Fig. 1: run 1, gate families picked out
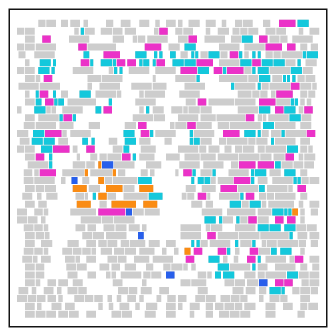
Fig. 2: run 1, placed cells, one colour a class
Scale bar: 20 um. Fill, decap, tap and diode cells in grey.
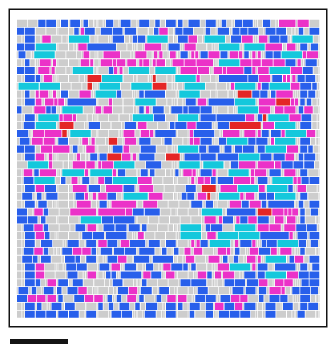
Fig. 3: run 1, sizing map
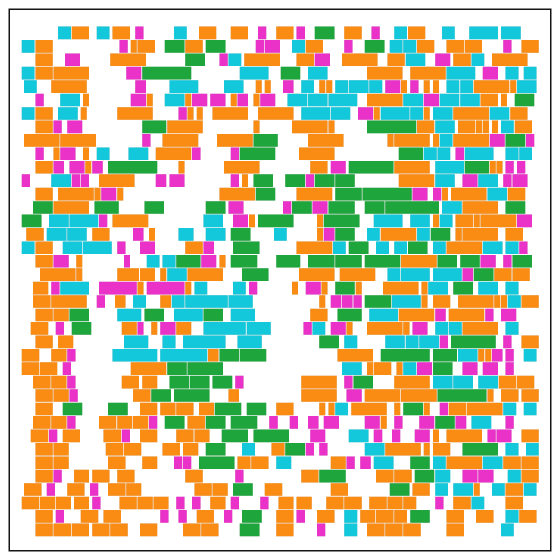
==> config.mk <==
export PLATFORM = sky130hd
export DESIGN_NAME = memory_bus_arbiter_flat
export DESIGN_NICKNAME = d
export VERILOG_FILES = /design/src/rtl/memory_bus_arbiter_if.sv /design/src/rtl/memory_bus_arbiter.sv /design/src/flat_wrapper.sv
export SDC_FILE = /design/constraint.sdc
export NUM_CORES = 1
export LEC_CHECK = 0
export CAP_MARGIN = 25
export CORE_MARGIN = 2
export CORE_UTILIZATION = 28
export DETAILED_ROUTE_END_ITERATION = 10
export GPL_TIMING_DRIVEN = 0
export PLACE_DENSITY_LB_ADDON = 0.15
export SYNTH_ARGS = -nofsm -noshare
export SYNTH_HDL_FRONTEND = slang
export SYNTH_SLANG_ARGS = --single-unit
==> constraint.sdc <==
create_clock -name clock -period 1.67 [get_ports clock]
set_clock_uncertainty 0.05 [all_clocks]
set_input_delay 0.334 -clock clock [delete_from_list [all_inputs] [get_ports clock]]
set_output_delay 0.334 -clock clock [all_outputs]
set_load 0.01 [all_outputs]
==> ci_impl_report.md, run 1 <==
### Yosys + OpenROAD results

| Metric | Value |
|---|---|
| Total power of the final layout | `4.27 mW` |
| Met1 GRT Util | `24.5%` |
| Area share of and-or/or-and cells after synthesis | `between 20% and 30%` |
| Violated checks | `negative setup slack` |
| Adder Area Share | `0.805%` |
| Stage-log warning count | `31` |
| GP Congestion | `approximately 0.80` |
| Crit path max fanout | `6` |
| Final tally of setup violations | `105` |
| Setup ws final | `-0.597 ns` |
| Clock sinks | `69` |
| Main flop type after synthesis | `sky130_fd_sc_hd__dfxtp_1` |
| Clock root buffer | `sky130_fd_sc_hd__clkbuf_8` |
| Ratio of final minimum period to clock period | `136%` |
| Worst reg-to-reg setup slack | `roughly 0.040 ns` |
| Basic-gate share of the synthesized area counting and, or, nand and nor cells | `19.9%` |
| Cell accounting for the most synthesized area | `sky130_fd_sc_hd__dfxtp_1` |
| Cell family with the largest share of critical-path delay | `buffers and inverters` |
| DP Worst Slack | `-0.885 ns` |
| Yosys stat cell total | `386` |
| IR Drop Worst-Case VDD | `between 0.4 and 0.5 mV` |
| Total buffers and inverters traversed by the critical path | `5` |
| Number of unique standard cell types used by synthesis | `24` |
| Result of the run | `finished, violations left` |
| Initial antenna violation count | `1` |
| Leakage dissipation | `3.43 nW` |
| First-pass GRT wire length | `19600 um` |
| Drt pass-1 iters | `4` |
| Path category of the worst min-delay check | `in2reg` |
| Max_slew headroom | `32.2%` |
-- Fig. 1 (at the start) --
colour	family	cells	most used
cyan	NAND gates	131	nand2_1
blue	AND and OR gates	6	and2_4
orange	NOR gates	13	nor2b_4
magenta	inverting AOI/OAI gates	65	a21oi_2
number of standard cells in the layout, taps in and fillers out: 858
multi-input gate share of the layout cell area: 28.7%
top logic cell by instance count in the layout: sky130_fd_sc_hd__clkdlybuf4s50_1

-- Fig. 2 (at the start) --
colour	class	cells	share of their area
blue	other buffers and delay cells	378	49%
cyan	flip-flops	69	19%
magenta	all other logic	254	29%
red	clock drivers and dummy loads	16	2.5%
final design instance area without fill: 7450 um^2
placement row count: 38
Seq/total area: 18.7%

-- Fig. 3 (at the start) --
colour	size	cells	share
green	drive 6 and up	100	14%
magenta	drive 2	152	21%
cyan	drive 3 to 4	153	21%
orange	drive 1 or less	312	44%
area growth from synthesis to final layout: 140%
buffer count excluding the clock tree in the final layout: 378
setup ws final: -0.597 ns

-- run 1: cells in the mapped netlist, types with 2 or more instances --
master / instances
sky130_fd_sc_hd__nand2_1: 129
sky130_fd_sc_hd__dfxtp_1: 69
sky130_fd_sc_hd__a21oi_1: 64
sky130_fd_sc_hd__buf_4: 32
sky130_fd_sc_hd__a22o_1: 30
sky130_fd_sc_hd__buf_2: 21
sky130_fd_sc_hd__buf_6: 7
sky130_fd_sc_hd__nor2_1: 5
sky130_fd_sc_hd__a21o_1: 4
sky130_fd_sc_hd__clkbuf_1: 4
sky130_fd_sc_hd__and2_1: 3
sky130_fd_sc_hd__nor2b_1: 3
sky130_fd_sc_hd__ha_1: 2
sky130_fd_sc_hd__inv_1: 2
sky130_fd_sc_hd__nand2b_1: 2
-- run 1: kinds of logic after synthesis --
family / count (synthesis)
fa+ha+maj: 2
xor+xnor: 1
flops: 69
buf+inv: 66
compound gates: 99
simple gates: 149
-- run 1: through the flow --
| stage | hold slack, ns | cells | TNS, ns |
|---|---|---|---|
| 6_report | 0.264 | 858 | -42.10 |
| 3_5_place_dp | 0.360 | 765 | -66.25 |
| 3_3_place_gp | 0.351 | 765 | -64.11 |
| 5_1_grt | 0.260 | 858 | -50.54 |
| 2_1_floorplan | 0.343 | 386 | 0 |
| 4_1_cts | 0.250 | 834 | -46.01 |
-- run 1: cell type report --
class | count | area [um^2]
fillers | 870 | 3390
repair buffers | 318 | 2970
multi-input cells | 252 | 2140
flip-flops and latches | 69 | 1390
plain buffers | 60 | 581
well taps | 140 | 175
clock buffers | 12 | 135
clock inverters | 4 | 48.8
inverters | 2 | 7.51
diodes | 1 | 2.50
-- run 1: where the power goes --
group	internal [mW]	switching (mW)
logic	0.734	0.516
registers	1.69	0.0163
clock network	0.689	0.622
total	3.11	1.15
==> run 1 -> run 2 <==
--- a/config.mk
+++ b/config.mk
@@ -6,9 +6,9 @@
 export NUM_CORES = 1
 export LEC_CHECK = 0
 export CAP_MARGIN = 25
-export CORE_MARGIN = 2
-export CORE_UTILIZATION = 28
+export CORE_AREA = 2 2 108 110
 export DETAILED_ROUTE_END_ITERATION = 10
+export DIE_AREA = 0 0 110 112
 export GPL_TIMING_DRIVEN = 0
 export PLACE_DENSITY_LB_ADDON = 0.15
 export SYNTH_ARGS = -nofsm -noshare
==> constraint.sdc (replaced) <==
create_clock -name clock -period 2.22 [get_ports clock]
set_clock_uncertainty 0.05 [all_clocks]
set_input_delay 0.444 -clock clock [delete_from_list [all_inputs] [get_ports clock]]
set_output_delay 0.444 -clock clock [all_outputs]
set_load 0.01 [all_outputs]
Fig. 4: run 2, placed cells, one colour a class
Scale bar: 20 um. Fill, decap, tap and diode cells in grey.
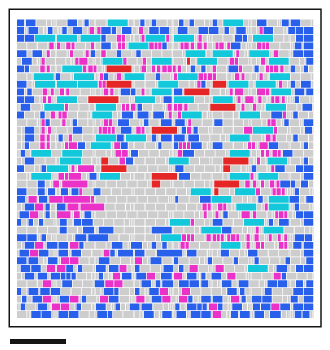
colour	class	cells	share of their area
magenta	all other logic	253	24%
red	clock drivers and dummy loads	16	5.3%
cyan	flip-flops	69	24%
blue	other buffers and delay cells	322	47%
post-layout utilization of the core: 52.8%
standard cell core area: 11200 um^2
final design instance area without fill: 5910 um^2

Fig. 5: run 2, gate families picked out
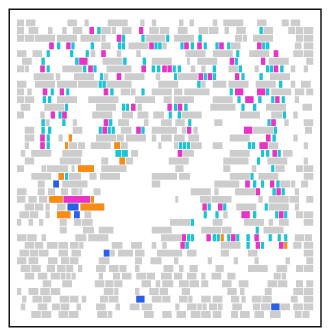
colour	family	cells	most used
cyan	NAND gates	131	nand2_1
blue	AND and OR gates	6	and2_4
magenta	inverting AOI/OAI gates	65	a21oi_1
orange	NOR gates	12	nor2_1
number of standard cells in the layout, taps in and fillers out: 803
multi-input gate share of the layout cell area: 23.1%

==> ci_impl_report.md, run 2 <==
### Yosys + OpenROAD results

| Metric | Value |
|---|---|
| Area occupied by registers | `1380 um^2 (-0.54%)` |
| GP Congestion | `0.760 (-4.9%)` |
| Synth cell count leaders | `sky130_fd_sc_hd__nand2_1, sky130_fd_sc_hd__dfxtp_1, sky130_fd_sc_hd__a21oi_1` |
| Main flop type after synthesis | `sky130_fd_sc_hd__dfxtp_1` |
| Max_slew headroom | `64.7% (+32 points)` |
| First-pass GRT wire length | `17600 um (-10%)` |
| Crit path max fanout | `6 (unchanged)` |
| Leakage dissipation | `2.58 nW (-25%)` |
| Area growth from synthesis to final layout | `90.0%` |
| Top logic cell by instance count in the layout | `sky130_fd_sc_hd__clkdlybuf4s50_1` |
| Violated checks | `negative setup slack` |
| Switching power summed over all nets | `0.820 mW (-29%)` |
| Result of the run | `finished, violations left` |
| Number of unique standard cell types used by synthesis | `24 (unchanged)` |
| Total buffers and inverters traversed by the critical path | `5 (unchanged)` |
| Final tally of setup violations | `20 (-81%)` |
| Worst hold-check slack | `0.409 ns (+0.145 ns)` |
| Setup ws final | `-0.0786 ns (+0.518 ns)` |
| Cell accounting for the most synthesized area | `sky130_fd_sc_hd__dfxtp_1` |
| Drt pass-1 iters | `4 (unchanged)` |
| Placement row count | `39 (+2.6%)` |
| IR Drop Worst-Case VDD | `0.357 mV (-28%)` |
| Combinational cell area excluding buffers and inverters | `1360 um^2 (-36%)` |
| Total power of the final layout | `3.42 mW (-20%)` |
| Cell with the most instances after synthesis | `sky130_fd_sc_hd__nand2_1` |
-- run 2: cell counts after synthesis --
Identical to the previous run, type by type.
-- run 2: per-layer routing --
layer	share of wire (%)	routed length, um	vias to the layer above
li1	-	-	1775
met1	40	4580	1607
met4	2.5	293	0
met5	0	0	-
met3	7.0	805	25
met2	51	5840	146
-- run 2: cell families after synthesis --
kind of cell    share of synthesized area, %
fa+ha+maj                              0.805
xor+xnor                               0.282
flops                                   44.4
simple gates                            19.9
buf+inv                                 14.4
compound gates                          20.2
-- run 2: worst register-to-register path: cells and delay by family (launching register included) --
kind / cells / cell delay, ns
AOI/OAI and AO/OA: 1 / 0.06
adders and majority gates: 1 / 0.13
buffers and inverters: 6 / 0.68
DFF: 1 / 0.32
and+or+nand+nor: 1 / 0.15
-- run 2: repair_timing --
item                       in CTS  in global routing
setup endpoints to repair     106                100
pin swaps                      25                  7
hold buffers                    0                  0
gates resized                 283                132
gates cloned                    3                  1
setup buffers                  18                  1
-- run 2: power groups by stage --
stage | Sequential (mW) | Combinational (mW) | Clock (mW)
after floorplan | 1.31 | 0.265 | 0
after global placement | 1.31 | 0.702 | 0
after detailed placement | 1.31 | 0.708 | 0
after CTS | 1.28 | 0.721 | 1.47
after global routing | 1.28 | 0.761 | 1.52
final | 1.28 | 0.705 | 1.44
-- run 2: layout make-up --
class                           count  area share, %
Clock inverter                      5          0.996
Tap cell                          143           3.03
Buffer                             62           8.77
Multi-Input combinational cell    251           23.1
Clock buffer                       11           4.11
Timing Repair Buffer              260           36.5
Inverter                            2          0.127
Sequential cell                    69           23.4
Power figures rest on the tool's default switching activity, not on a simulated workload.
